Figure 1. Wiring heat map (run 1).
15 x 15 tiles, from black (low) to pale yellow (high), scaled to the fullest tile. Values are wire area over tile area, all layers added.
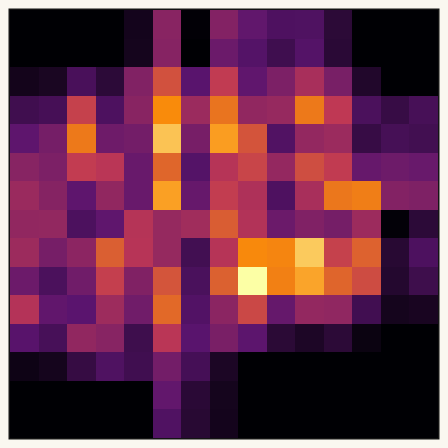
Figure 2. Where the registers sit (run 1).
Other sequential cells in the stronger grey, the rest of the logic in the fainter grey.
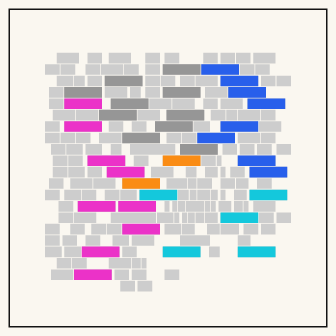
Figure 3. Nets reached from selected ports (run 1).
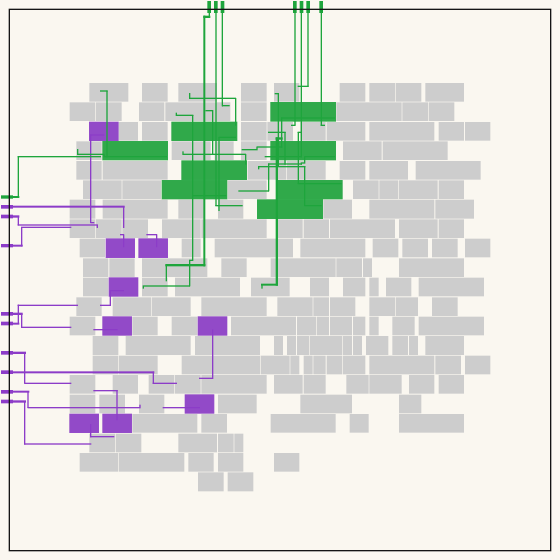
Figure 4. Cell placement (run 1).
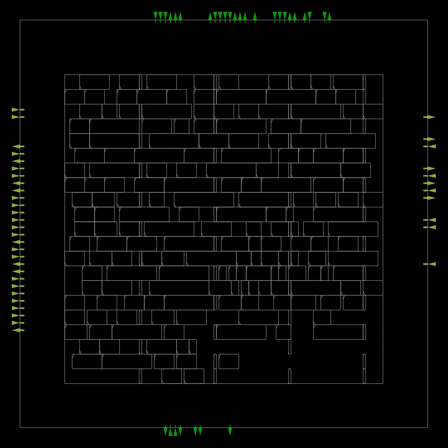
==> config.mk <==
export PLATFORM = sky130hd
export DESIGN_NAME = apb_master_bridge_flat
export DESIGN_NICKNAME = d
export VERILOG_FILES = /design/src/rtl/apb_pkg.sv /design/src/rtl/apb_master_bridge_if.sv /design/src/rtl/apb_wait_timer.sv /design/src/rtl/apb_master_bridge.sv /design/src/flat_wrapper.sv
export SDC_FILE = /design/constraint.sdc
export NUM_CORES = 1
export LEC_CHECK = 0
export CAP_MARGIN = 20
export CORE_MARGIN = 8
export CORE_UTILIZATION = 47
export CTS_BUF_LIST = sky130_fd_sc_hd__clkbuf_4
export DETAILED_ROUTE_END_ITERATION = 12
export PLACE_DENSITY = 0.92
export SYNTH_ARGS = -nofsm -noshare
export SYNTH_HDL_FRONTEND = slang
export SYNTH_SLANG_ARGS = --single-unit
==> constraint.sdc <==
create_clock -name pclk -period 2.72 [get_ports pclk]
set_input_delay 0.816 -clock pclk [delete_from_list [all_inputs] [get_ports pclk]]
set_output_delay 0.816 -clock pclk [all_outputs]
set_load 0.02 [all_outputs]
==> impl_metrics.yaml, run 1 <==
# flow metrics
status:
  status: "completed"
detailed_routing:
  drc_errors: 0
  drt_iter0_markers: 58
  ant_nets: 0
  first_pass_iters: 4
placed_design:
  place_hpwl_um: 3390
  place.gp.congestion: 0.835
clock_network:
  cts-root-buf: "clkbuf_4"
  cts_sinks: 34
  path_clk_slew_ns: 0.11
die:
  dieArea_sq_um: 5690
  die_x_um: 75.4
  die_h_um: 75.4
min_path:
  min_path_cells: 1
setup_path:
  r2r_cells: 6
  start_kind: "flip-flop"
  crit_chain: "nor2_1, nor2b_1, clkdlybuf4s50_1"
  worstPathRequired_ns: 1.90
  r2r_setup_slack_ns: 0.72
  crit_slowest_cell: "clkdlybuf4s50_1"
  critPathMaxStageDelay_ns: 0.61
  worstPathMaxFanout: 8
timing:
  max_freq_mhz: 388
  slew_viol_final: 0
  finalWorstSetupSlack_ns: 0.140
  slew_headroom: 0.703
  finalHoldViolCount: 0
logic_synthesis:
  area_leaders: "dfrtp_1 51%, mux2_4 23%, mux2_2 6.8%"
  synthTopCellsByCount: "34 x dfrtp_1, 25 x mux2_4, 10 x mux2_2"
  yosys_area_sq_um: 1660
  ff_type: "dfrtp_1"
  synthArstFlopShare: 1.00
  yosys.area.top_type: "dfrtp_1"
  ys_seq_frac: 0.513
  synth_warnings: 0
  syn_nets: 154
  syn_area_sq_um: 1660
power:
  p_leak_nw: 1.09
cells_and_area:
  fin_area_sq_um: 2500
  finalNetCount: 227
  diodes: 0
About Figure 1:
mean over tiles = 0.13
fullest tile = 0.48
nearly empty tiles = 23%
tiles over half the peak = 16%
Vias: 1,207
final WL: 4440 um
Total GRT Usage: 0.169
WL per Instance: 19.1 um

About Figure 2:
u_core.apb_read_data_out -> blue  # sequential cells 8
u_core.apb.paddr -> magenta  # sequential cells 9
u_core.u_wait_timer.r_count -> cyan  # sequential cells 5
u_core.r_state -> orange  # sequential cells 2
fin util: 0.742
sequential cell area share: 0.341

About Figure 3:
apb_write_paddr -> purple  # bits 9, direction input, end cells 9, wire 191 um
apb_pwdata -> green  # bits 8, direction output, end cells 8, wire 383 um
port bufs: 69
IO Pins: 70

About Figure 4:
# rows: 21
number of fill cells in the layout: 231
num sequential: 34
Core Area: 3360 sq um
TAP cells: 46

## run 1: stage by stage
step / std cells / hold slack [ns] / total power [mW]
5_1_grt: 232 / 0.537 / 2.23
4_1_cts: 232 / 0.531 / 2.16
3_3_place_gp: 224 / 0.484 / 1.64
3_5_place_dp: 224 / 0.493 / 1.67
6_report: 232 / 0.526 / 2.13
2_1_floorplan: 112 / 0.466 / 1.24
## run 1: where the power goes
part | internal [mW] | leakage [nW] | switching [mW]
combinational | 0.520 | 0.625 | 0.372
clock | 0.288 | 0.0554 | 0.186
sequential | 0.653 | 0.413 | 0.117
total | 1.46 | 1.09 | 0.675
## run 1: cell usage in the layout (no fill, tap or decap), types with 2 or more instances in the layout
| master | netlist | layout |
|---|---|---|
| dfrtp_1 | 34 | 34 |
| ha_1 | 2 | 2 |
| clkdlybuf4s50_1 | 0 | 69 |
| nand2_1 | 2 | 2 |
| nor2_1 | 3 | 3 |
| bufinv_16 | 0 | 2 |
| mux2_4 | 25 | 25 |
| mux2i_1 | 3 | 3 |
| inv_2 | 2 | 2 |
| nand3_1 | 2 | 2 |
| clkbuf_4 | 0 | 5 |
| mux2_2 | 10 | 10 |
| inv_1 | 4 | 4 |
| a22o_1 | 2 | 2 |
## run 1: per-layer routing
layer  wire length, um  part of all wire  global-route usage
met1              1650              0.37               0.186
met2              2290              0.52               0.274
met3               383             0.086              0.0776
met4               112             0.025              0.0725
met5                 0                 0                   0
## run 1: cells by family after synthesis
group | Yosys count | synth area share
buffers and inverters | 11 | 0.0407
AND-OR/OR-AND | 10 | 0.0513
adder cells (fa/ha/maj) | 2 | 0.0151
AND/OR/NAND/NOR | 17 | 0.0679
flip-flops | 34 | 0.513
multiplexers | 38 | 0.312
## run 1: cell type report
type,instances,area [sq um]
Tap cell,46,57.6
Inverter,6,22.5
Clock inverter,3,68.8
Timing Repair Buffer,71,718
Fill cell,231,867
Multi-Input combinational cell,67,741
Clock buffer,5,37.5
Sequential cell,34,851
--- run 2 (diff from run 1) ---
--- a/config.mk
+++ b/config.mk
@@ -11,6 +11,7 @@
 export CTS_BUF_LIST = sky130_fd_sc_hd__clkbuf_4
 export DETAILED_ROUTE_END_ITERATION = 12
 export PLACE_DENSITY = 0.92
+export SLEW_MARGIN = 5
 export SYNTH_ARGS = -nofsm -noshare
 export SYNTH_HDL_FRONTEND = slang
 export SYNTH_SLANG_ARGS = --single-unit
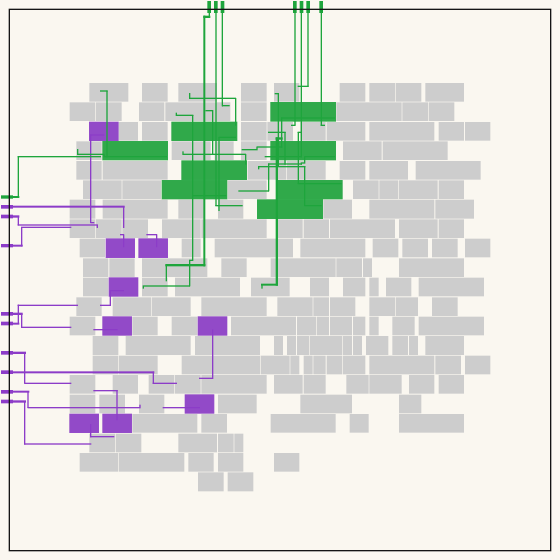
Figure 5: run 2, nets reached from selected ports.
apb_pwdata -> green  # bits 8, direction output, end cells 8, wire 383 um
apb_write_paddr -> purple  # bits 9, direction input, end cells 9, wire 191 um

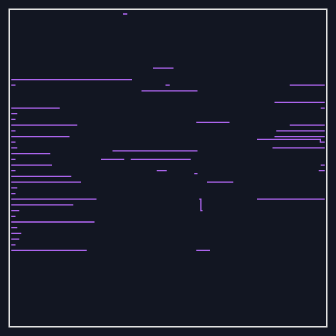
Figure 6: run 2, metal 3.
longest straight run = 28.5 um
main direction = horizontal
nets with wire on the layer = 45
wire length on this layer = 384 um
grt met3 use: 0.0776

==> impl_metrics.yaml, run 2 <==
# flow metrics
logic_synthesis:
  syn_area_sq_um: 1660
  yosys_area_sq_um: 1660
  ff_type: "dfrtp_1"
  syn_nets: 154
  synth_warnings: 0
setup_path:
  start_kind: "flip-flop"
  crit_slowest_cell: "clkdlybuf4s50_1"
  crit_chain: "nor2_1, nor2b_1, clkdlybuf4s50_1"
status:
  status: "completed"
placed_design:
  io_buffers: 69
  place_inst: 224
power:
  p_leak_nw: 1.09
die:
  dieArea_sq_um: 5690
  core_area_sq_um: 3360
cells_and_area:
  fill_cells: 231
  finalNetCount: 227
  fin_area_sq_um: 2500
timing:
  slew_headroom: 0.703
  max_freq_mhz: 388
clock_network:
  cts_sinks: 34
## run 2: cell counts after synthesis
Identical to the previous run, type by type.
## run 2: kinds of logic (layout without fill, tap and decap cells)
logic type / count (synthesis) / after routing / synth area share
muxes: 38 / 38 / 0.312
DFF: 34 / 34 / 0.513
and+or+nand+nor: 17 / 17 / 0.0679
buffers and inverters: 11 / 85 / 0.0407
AOI/OAI and AO/OA: 10 / 10 / 0.0513
adders and majority gates: 2 / 2 / 0.0151
## run 2: area by class of cell
type | count | area [sq um] | share of cell area
clock inverter | 3 | 68.8 | 0.0276
clock buffer | 5 | 37.5 | 0.0150
sequential | 34 | 851 | 0.341
inverter | 6 | 22.5 | 0.00902
tap | 46 | 57.6 | 0.0231
multi-input combinational | 67 | 741 | 0.297
timing repair buffer | 71 | 718 | 0.288
## run 2: where the power goes
group	internal, mW	switching, mW	total [mW]
logic	0.520	0.372	0.892
clock network	0.288	0.186	0.473
registers	0.653	0.117	0.770
## run 2: routing by layer
layer  part of all wire  global-route usage
met1               0.37               0.186
met3              0.086              0.0776
met2               0.52               0.274
met4              0.025              0.0725
met5                  0                   0
Power and IR drop assume default switching activity.
